### M1 wires

The bar under the picture is 20 um long. Supply wires on this layer in gray.
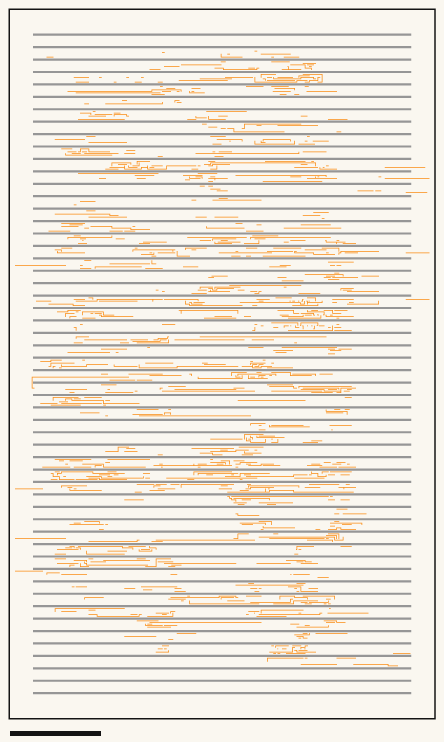
### The metal 2 layer

The bar under the picture is 20 um long.
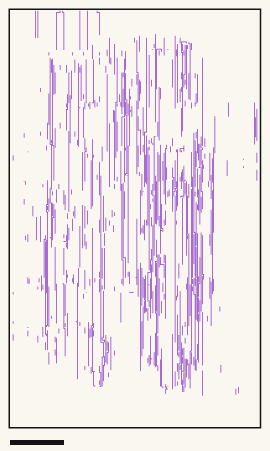
### M3 wires

Cells faint in the background.
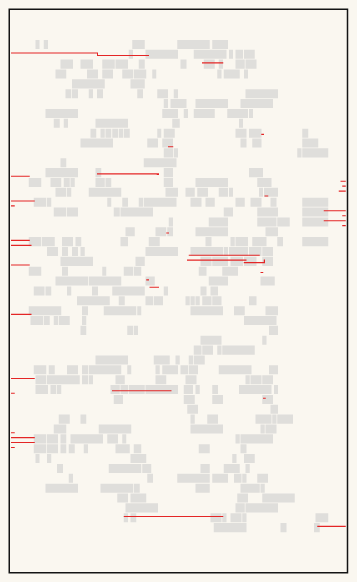
`src/rtl/dec_ascii_formatter_if.sv`:
```
//==============================================================================
// Module      : dec_ascii_formatter_if
// Description : Sink (binary value in) and source (ASCII byte out) signal
//               bundle for dec_ascii_formatter.
// Revision    : 1.0 - initial release
//==============================================================================
`default_nettype none

interface dec_ascii_formatter_if #(
   parameter int WIDTH = 16
);
   logic             SINK_VALID;
   logic [WIDTH-1:0] SINK_DATA;
   logic             SINK_READY;
   logic             SOURCE_VALID;
   logic [7:0]       SOURCE_DATA;

   // Producer of binary values / consumer of ASCII bytes
   modport master (
      output SINK_VALID,
      output SINK_DATA,
      input  SINK_READY,
      input  SOURCE_VALID,
      input  SOURCE_DATA
   );

   // The formatter itself
   modport slave (
      input  SINK_VALID,
      input  SINK_DATA,
      output SINK_READY,
      output SOURCE_VALID,
      output SOURCE_DATA
   );
endinterface

`default_nettype wire

```
`src/rtl/dec_ascii_formatter.sv`:
```
//==============================================================================
// Module      : dec_ascii_formatter
// Description : Converts an unsigned WIDTH-bit value to decimal ASCII digits
//               (leading zeros suppressed) using serial double-dabble, one
//               bit per cycle, then streams the digits MSD first.
//               Optional macro DEC_ASCII_FORMATTER_LF_EN appends a 0x0A
//               terminator byte after every number.
// Revision    : 1.0 - initial release
//==============================================================================
`default_nettype none

module dec_ascii_formatter #(
   parameter int WIDTH = 16
) (
   input  wire logic                 CLK,
   input  wire logic                 RESET_n,
   dec_ascii_formatter_if.slave      bus
);

   localparam logic [4:0] LAST_BIT = 5'(WIDTH - 1);

`ifdef DEC_ASCII_FORMATTER_LF_EN
   typedef enum logic [1:0] {
      IDLE = 2'd0,
      CONV = 2'd1,
      EMIT = 2'd2,
      TERM = 2'd3
   } state_t;
`else
   typedef enum logic [1:0] {
      IDLE = 2'd0,
      CONV = 2'd1,
      EMIT = 2'd2
   } state_t;
`endif

   state_t           state;
   state_t           state_nxt;

   logic [WIDTH-1:0] value;       // captured value, shifted out MSB first
   logic [19:0]      bcd;         // five BCD digits
   logic [19:0]      bcd_adj;     // bcd after the add-3 correction
   logic [4:0]       bit_cnt;
   logic [2:0]       ptr;         // digit currently being emitted
   logic             ptr_loaded;  // ptr holds the most significant nonzero digit
   logic [2:0]       msd;         // index of most significant nonzero digit
   logic [3:0]       cur_digit;

   logic             ready;
   logic             src_valid;
   logic [7:0]       src_data;

   assign bus.SINK_READY   = ready;
   assign bus.SOURCE_VALID = src_valid;
   assign bus.SOURCE_DATA  = src_data;

   // Add-3 correction of every BCD digit that is 5 or more, ahead of the shift
   always_comb begin
      bcd_adj = bcd;
      for (int i = 0; i < 5; i++) begin
         if (bcd[i*4 +: 4] >= 4'd5) begin
            bcd_adj[i*4 +: 4] = bcd[i*4 +: 4] + 4'd3;
         end
      end
   end

   // Locate the most significant nonzero digit; zero collapses to digit 0
   always_comb begin
      msd = 3'd0;
      for (int i = 1; i < 5; i++) begin
         if (bcd[i*4 +: 4] != 4'd0) begin
            msd = 3'(i);
         end
      end
   end

   // Select the BCD digit addressed by ptr
   always_comb begin
      case (ptr)
         3'd0:    cur_digit = bcd[3:0];
         3'd1:    cur_digit = bcd[7:4];
         3'd2:    cur_digit = bcd[11:8];
         3'd3:    cur_digit = bcd[15:12];
         3'd4:    cur_digit = bcd[19:16];
         default: cur_digit = 4'd0;
      endcase
   end

   // State register; asynchronous reset aborts any conversion in flight
   always_ff @(posedge CLK or negedge RESET_n) begin
      if (!RESET_n) begin
         state <= IDLE;
      end else begin
         state <= state_nxt;
      end
   end

   // Next-state and output decode; outputs are Moore so reset silences them at once
   always_comb begin
      state_nxt = state;
      ready     = 1'b0;
      src_valid = 1'b0;
      src_data  = 8'h00;
      case (state)
         IDLE: begin
            ready = 1'b1;
            if (bus.SINK_VALID) begin
               state_nxt = CONV;
            end
         end
         CONV: begin
            if (bit_cnt == LAST_BIT) begin
               state_nxt = EMIT;
            end
         end
         EMIT: begin
            // The first EMIT cycle only loads ptr; digits flow after that
            if (ptr_loaded) begin
               src_valid = 1'b1;
               src_data  = {4'h3, cur_digit};
               if (ptr == 3'd0) begin
`ifdef DEC_ASCII_FORMATTER_LF_EN
                  state_nxt = TERM;
`else
                  state_nxt = IDLE;
`endif
               end
            end
         end
`ifdef DEC_ASCII_FORMATTER_LF_EN
         TERM: begin
            src_valid = 1'b1;
            src_data  = 8'h0A;
            state_nxt = IDLE;
         end
`endif
         default: begin
            state_nxt = IDLE;
         end
      endcase
   end

   // Datapath: capture, serial double-dabble, and digit pointer walk
   always_ff @(posedge CLK or negedge RESET_n) begin
      if (!RESET_n) begin
         value      <= '0;
         bcd        <= '0;
         bit_cnt    <= '0;
         ptr        <= '0;
         ptr_loaded <= 1'b0;
      end else begin
         case (state)
            IDLE: begin
               if (bus.SINK_VALID) begin
                  value   <= bus.SINK_DATA;
                  bcd     <= '0;
                  bit_cnt <= '0;
               end
            end
            CONV: begin
               value   <= value << 1;
               bcd     <= (bcd_adj << 1) | {19'd0, value[WIDTH-1]};
               bit_cnt <= bit_cnt + 5'd1;
            end
            EMIT: begin
               if (!ptr_loaded) begin
                  ptr        <= msd;
                  ptr_loaded <= 1'b1;
               end else if (ptr == 3'd0) begin
                  ptr_loaded <= 1'b0;
               end else begin
                  ptr <= ptr - 3'd1;
               end
            end
            default: begin
            end
         endcase
      end
   end

endmodule

`default_nettype wire
```
`src/flat_wrapper.sv`:
```
// flat-port wrapper written by rule: the top's interface ports become plain ports
module dec_ascii_formatter_flat 
#(
   parameter int WIDTH = 16
)
  (CLK, RESET_n, bus_SINK_VALID, bus_SINK_DATA, bus_SINK_READY, bus_SOURCE_VALID, bus_SOURCE_DATA);
  dec_ascii_formatter_if #(.WIDTH(WIDTH)) bus_i ();
  input  wire logic CLK;
  input  wire logic RESET_n;
  input wire logic [$bits(bus_i.SINK_VALID)-1:0] bus_SINK_VALID;
  input wire logic [$bits(bus_i.SINK_DATA)-1:0] bus_SINK_DATA;
  output wire logic [$bits(bus_i.SINK_READY)-1:0] bus_SINK_READY;
  output wire logic [$bits(bus_i.SOURCE_VALID)-1:0] bus_SOURCE_VALID;
  output wire logic [$bits(bus_i.SOURCE_DATA)-1:0] bus_SOURCE_DATA;
  assign bus_i.SINK_VALID = bus_SINK_VALID;
  assign bus_i.SINK_DATA = bus_SINK_DATA;
  assign bus_SINK_READY = bus_i.SINK_READY;
  assign bus_SOURCE_VALID = bus_i.SOURCE_VALID;
  assign bus_SOURCE_DATA = bus_i.SOURCE_DATA;
  dec_ascii_formatter #(.WIDTH(WIDTH)) u_core (.CLK(CLK), .RESET_n(RESET_n), .bus(bus_i));
endmodule
```
`config.mk`:
```
export PLATFORM = sky130hd
export DESIGN_NAME = dec_ascii_formatter_flat
export DESIGN_NICKNAME = d
export VERILOG_FILES = /design/src/rtl/dec_ascii_formatter_if.sv /design/src/rtl/dec_ascii_formatter.sv /design/src/flat_wrapper.sv
export SDC_FILE = /design/constraint.sdc
export NUM_CORES = 1
export LEC_CHECK = 0
export CAP_MARGIN = 20
export CORE_ASPECT_RATIO = 1.75
export CORE_MARGIN = 5
export CORE_UTILIZATION = 25
export CTS_BUF_LIST = sky130_fd_sc_hd__clkbuf_4
export DETAILED_ROUTE_END_ITERATION = 8
export PLACE_DENSITY_LB_ADDON = 0.05
export RECOVER_POWER = 100
export SLEW_MARGIN = 5
export SYNTH_ARGS = -nofsm -noshare
export SYNTH_HDL_FRONTEND = slang
export SYNTH_SLANG_ARGS = --single-unit
```
`constraint.sdc`:
```
create_clock -name CLK -period 2.57 [get_ports CLK]
set_clock_uncertainty 0.15 [all_clocks]
set_input_delay 0.3855 -clock CLK [delete_from_list [all_inputs] [get_ports CLK]]
set_output_delay 0.3855 -clock CLK [all_outputs]
set_load 0.05 [all_outputs]
```
==> results.tsv <==
stage	metric	value	unit
outcome	status	complete, no violations	
logic_synthesis	ys_area	3000	um^2
run	cap_violations	0	
final_layout	multiInputGateArea	1560	um^2
clock_tree	numCtsBuffers	5	
power_and_ir_drop	p_total	3.70	mW
detailed_routing	routed.top_layer	met4	
run	warnings	35	
floorplanning	pin_count	29	
clock_tree	cts_hold_buf	1	
floorplanning	chip_area	14400	um^2
detailed_routing	dr.pass1.iters	7	
clock_tree	cts_resized	0	
logic_synthesis	xor_share	1.17	%
setup_path	slowest_stage	dfrtp_1	
power_and_ir_drop	p_leak	1.54	nW
global_routing	grt_max_degree	48	
floorplanning	taps	137	
logic_synthesis	synth-simple-area-share	15.1	%
final_layout	largest_class	combinational gates	
logic_synthesis	top_area_cell	dfrtp_1	
final_layout	signal_buffers	37	
power_and_ir_drop	power_density	1080	nW/um^2
final_layout	nClkBuffers	7	
logic_synthesis	ys_seq_share	39.2	%
final_layout	n_sequential_cell	47	
final_layout	largest_registers	u_core.bcd: 20 flops, u_core.value: 16 flops, u_core.bit_cnt: 5 flops	
sta	worst_slack	0.0856	ns
clock_tree	clockRootBuffer	clkbuf_4	
final_layout	fin_area	3430	um^2
detailed_routing	drtAntennaViolNets	0	
logic_synthesis	top_cells_by_area	dfrtp_1 (39%), ha_1 (7.1%), and3b_1 (4.4%)	
final_layout	fin_cells	465	
final_layout	final_cell_mix	dfrtp_1 (47), nand2_1 (34), inv_1 (26), o21ai_0 (19)	
floorplanning	die_h	155	um
setup_path	crit_type	flop to output port	
final_layout	layout_top_cell	dfrtp_1	
logic_synthesis	ys_seq_elements	47	
detailed_routing	viasPerCell	5.11	
final_layout	comb_area_share	45.3	%
final_layout	regMostFlops	u_core.bcd	
global_routing	overflow	0	
setup_path	slowest_delay	0.42	ns
placement	dp_slack	0.444	ns
setup_path	cp_max_fo	5	
sta	finalHoldViolCount	0	
logic_synthesis	mux_share	1.87	%
sta	worst_slew_pin_slew	1.28	ns
detailed_routing	drt_iter0_drc	91	
placement	place_hpwl	5870	um
placement	port_buffers	26	
logic_synthesis	ys_warn_count	0	
final_layout	buf_share	10.7	%
sta	rsz0062_at_grt	no	
detailed_routing	met3_length	227	um
placement	dp_cells	454	
clock_tree	clockBufferDepth	2	
global_routing	busiest_layer	met2	
clock_tree	cts_sinks	47	
logic_synthesis	yosys_cells	303	
sta	finalSetupViolations	0	
placement	placed_area	3420	um^2
final_layout	nNonClkInverters	27	
logic_synthesis	ys_sh_aoi	26.7	%
floorplanning	fp.dieW	92.9	um
global_routing	first_global_vias	2547	
setup_path	critical_path_buf_inv_count	2	
setup_path	crit_path_end_kind	output port	
sta	maxSlewViolCount	0	
sta	period_used_share	96.7	%
logic_synthesis	synth.distinct_cells	53	
setup_path	startpoint_type	flop	
global_routing	grt_antenna_before_repair	1	
logic_synthesis	avgSynthCellArea	9.91	um^2
final_layout	area_delta_synth_final	14.3	%
final_layout	drive_gt1_share	14.1	%
placement	routabilityCongestion	0.784	
logic_synthesis	ff_type	dfrtp_1	
detailed_routing	wl_met1	3260	um
Notes on 'M1 wires' above:
wire length on this layer = 3260 um
main direction = horizontal
share of all routed wire = 39%
nets with wire on the layer = 316
vias: 2378
grt met1 use: 13.3%
Total Wirelength: 8320 um

Notes on 'The metal 2 layer' above:
nets with wire on the layer = 291
share of all routed wire = 55%
wire length on this layer = 4590 um
GR Util met2: 23.0%

Notes on 'M3 wires' above:
main direction = horizontal
wire length on this layer = 228 um
longest straight run = 27.1 um
met3 usage: 1.74%

power by group:
part | switching (mW) | total, mW | internal [mW] | leakage [nW]
clock | 0.255 | 0.383 | 0.128 | 0.0361
sequential | 0.335 | 1.37 | 1.04 | 0.608
combinational | 1.11 | 1.95 | 0.840 | 0.892
worst paths after layout:
path	from	endpoint	slack, ns	cells past startpoint
min in group asynchronous	RESET_n	u_core.bcd[14]	0.72	3
min	u_core.value[2]	u_core.value[2]	0.35	2
max	u_core.ptr[0]	bus_SOURCE_DATA[1]	0.09	6
min reg2reg	u_core.value[2]	u_core.value[2]	0.35	2
max reg2reg	u_core.bcd[16]	u_core.ptr[1]	0.24	5
max in group asynchronous	RESET_n	u_core.value[3]	0.74	3
Power figures rest on the tool's default switching activity, not on a simulated workload.
